===== config.mk =====
export PLATFORM = sky130hd
export DESIGN_NAME = ldl_rr_grant_mux_v1
export DESIGN_NICKNAME = d
export VERILOG_FILES = /design/src/rtl/ldl_rr_grant_mux_v1.sv
export SDC_FILE = /design/constraint.sdc
export NUM_CORES = 1
export LEC_CHECK = 0
export CAP_MARGIN = 40
export CORE_AREA = 2 2 123 125
export CTS_CLUSTER_SIZE = 25
export DETAILED_ROUTE_END_ITERATION = 10
export DIE_AREA = 0 0 125 127
export GPL_ROUTABILITY_DRIVEN = 0
export PLACE_DENSITY_LB_ADDON = 0.12
export SLEW_MARGIN = 25
export SYNTH_ARGS = -nofsm -noshare
export SYNTH_HDL_FRONTEND = slang
export SYNTH_SLANG_ARGS = --single-unit

===== constraint.sdc =====
create_clock -name clk -period 4.8 [get_ports clk]
set_input_delay 1.2 -clock clk [delete_from_list [all_inputs] [get_ports clk]]
set_output_delay 1.2 -clock clk [all_outputs]
set_load 0.02 [all_outputs]

===== src/rtl/ldl_rr_grant_mux_v1.sv =====
// ldl_rr_grant_mux_v1: selects the granted payload into a 2-entry skid buffer and acks the winner; ports: clk, rst, gnt_valid/gnt_bin/gnt_hot/gnt_ready (grant in), req_data (payloads in), req_ack (ack pulse out), out_valid/out_ready/out_data/out_src (stream out)
module ldl_rr_grant_mux_v1 #(
  parameter int BIN_WIDTH  = 3,
  parameter int REQ_WIDTH  = 1 << BIN_WIDTH,
  parameter int DATA_WIDTH = 32
) (
  input  logic                            clk,
  input  logic                            rst,
  input  logic                            gnt_valid,
  input  logic [BIN_WIDTH-1:0]            gnt_bin,
  input  logic [REQ_WIDTH-1:0]            gnt_hot,
  output logic                            gnt_ready,
  input  logic [REQ_WIDTH*DATA_WIDTH-1:0] req_data,
  output logic [REQ_WIDTH-1:0]            req_ack,
  output logic                            out_valid,
  input  logic                            out_ready,
  output logic [DATA_WIDTH-1:0]           out_data,
  output logic [BIN_WIDTH-1:0]            out_src
);
  logic [1:0]            count, count_next;
  logic [DATA_WIDTH-1:0] head_data, skid_data, sel_data;
  logic [BIN_WIDTH-1:0]  head_src, skid_src;
  logic                  push, pop;
  assign sel_data   = req_data[gnt_bin*DATA_WIDTH +: DATA_WIDTH];
  assign push       = gnt_valid & gnt_ready;
  assign pop        = out_valid & out_ready;
  assign count_next = count + {1'b0, push} - {1'b0, pop};
  assign out_valid  = count != 2'd0;
  assign out_data   = head_data;
  assign out_src    = head_src;
  always_ff @(posedge clk or posedge rst)
    if (rst) begin
      count     <= '0;
      gnt_ready <= 1'b0;
      req_ack   <= '0;
      head_data <= '0;
      head_src  <= '0;
      skid_data <= '0;
      skid_src  <= '0;
    end else begin
      count     <= count_next;
      gnt_ready <= count_next < 2'd2;
      req_ack   <= push ? gnt_hot : '0;
      if (push && (count == 2'd0 || pop)) begin
        head_data <= sel_data;
        head_src  <= gnt_bin;
      end else if (pop && count == 2'd2) begin
        head_data <= skid_data;
        head_src  <= skid_src;
      end
      if (push && !pop && count == 2'd1) begin
        skid_data <= sel_data;
        skid_src  <= gnt_bin;
      end
    end
`ifndef SYNTHESIS
  a_ack_onehot: assert property (@(posedge clk) disable iff (rst) $onehot0(req_ack));
  a_count_max:  assert property (@(posedge clk) disable iff (rst) count <= 2'd2);
  a_out_stable: assert property (@(posedge clk) disable iff (rst)
    out_valid && !out_ready |=> $stable(out_data) && $stable(out_src));
  a_bin_range:  assert property (@(posedge clk) disable iff (rst)
    !gnt_valid || int'(gnt_bin) < REQ_WIDTH);
`endif
endmodule


Fig. 1: cells coloured by class
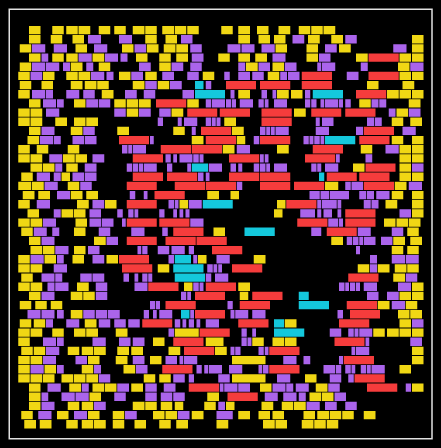
legend:
  yellow:
    class: remaining buffers and delay cells
    cells: 331
    share_of_their_area: 38%
  purple:
    class: remaining logic cells
    cells: 391
    share_of_their_area: 35%
  cyan:
    class: clock drivers and dummy loads
    cells: 16
    share_of_their_area: 3.3%
  red:
    class: sequential cells
    cells: 81
    share_of_their_area: 23%
row count: 44
area of the placeable core: 0.0144 mm^2
final core utilization: 62.2%

Fig. 2: routing congestion map
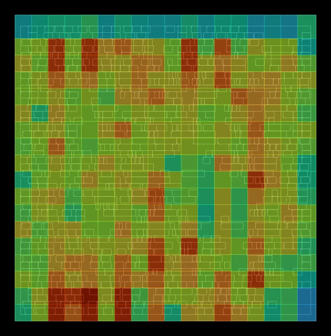
mean routed wirelength per cell: 18.0 um
busiest grt layer: met2
Tot GR Track Use: 22.4%
met1 Usage GRT: 26.4%
met3 layer usage reported by global route: 4.73%

==> out/metrics.yaml <==
outcome: "completed"
cts.htree.levels: 3
hold_violations: 0
layoutNonFillerInstCount: 1003
layout.filler_cells: 1203
globalRouteMet2Util_pct: 41.1
edf_count: 0
stage_log_warnings: 26
tap_cells: 184
leading_cell_type_in_the_layout_fill_and_taps_excluded: "sky130_fd_sc_hd__clkdlybuf4s50_1"
yosys.area.top_type_share_pct: 37.9
route.met3.wl_um: 1200
timing.final.setup_violations: 0
global_route_wire_length_before_repair_um: 28500
power_switching_share_pct: 34.8
postRouteWirelength_um: 18000
path_cells: "clkdlybuf4s50_1 > nand3b_1 > buf_4 > mux2_2 > nand2_1 > o21ai_1"
nonClockBufferCount: 331
area_growth_pct: 68.0
tritoncts_clock_tree: "done"
total_leakage_power_nw: 3.83
area_dominant_class: "non-clock buffers"
clock-root-buffer: "sky130_fd_sc_hd__clkbuf_16"
comb-cell-share_pct: 34.3
max-vdd-ir-drop_v: 0.000191
synth.logic.top_family: "multiplexers"
postCtsResizedCells: 0
synth_stat.cells: 516
dpl.hpwl_um: 14100
comb_area_mm2: 0.00308
synth_compound_gate_area_share_pct: 16.1
pin_count_of_the_biggest_net_entering_global_routing: 66
number_of_drc_violations_after_detailed_routing_iteration_0: 270
synth_warnings: 0
synthTopCellsByArea: "sky130_fd_sc_hd__dfrtp_1 38%, sky130_fd_sc_hd__mux2_2 15%, sky130_fd_sc_hd__mux2i_1 13%"
clock_power_share_pct: 18.9
ys.flops: 81
final.min_clock_period_ps: 2970
Fig. 3: local utilization
Scale bar: 50 um. 12 x 13 tiles, from black (low) to pale yellow (high), 0 to 100% covered.
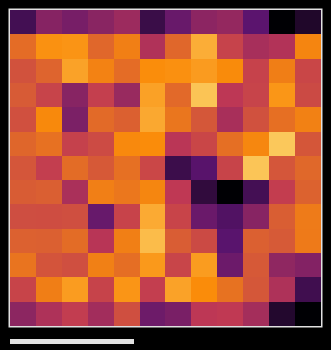
emptiest ninth of the die: lower right
fullest tile: 88%
tiles over 75% full: 13%
nearly empty tiles: 1.9%
Initial Utilization: 37.0%

state kept, by name (all words and copies together), names as in the netlist:
signal,flops
req_ack,8
out_src,3
count,2
out_data,32
skid_data,32
skid_src,3
gnt_ready,1
worst paths after layout:
kind | slack (ps) | to | depth (start not counted) | startpoint
worst max-delay path | 1830 | out_data[3] | 6 | out_ready
worst min-delay path | 480 | skid_data[8] | 2 | skid_data[8]
worst max register to register | 2820 | out_data[3] | 5 | count[1]
worst min register to register | 480 | skid_data[8] | 2 | skid_data[8]
max in group asynchronous | 2820 | skid_data[23] | 3 | rst
min in group asynchronous | 1230 | out_data[10] | 2 | rst
stage by stage:
step,instance area (um^2),hold WS (ps)
finish,8980,481
global route,8980,496
CTS,8910,486
detailed placement,8620,472
global placement,8600,463
floorplan,5340,448
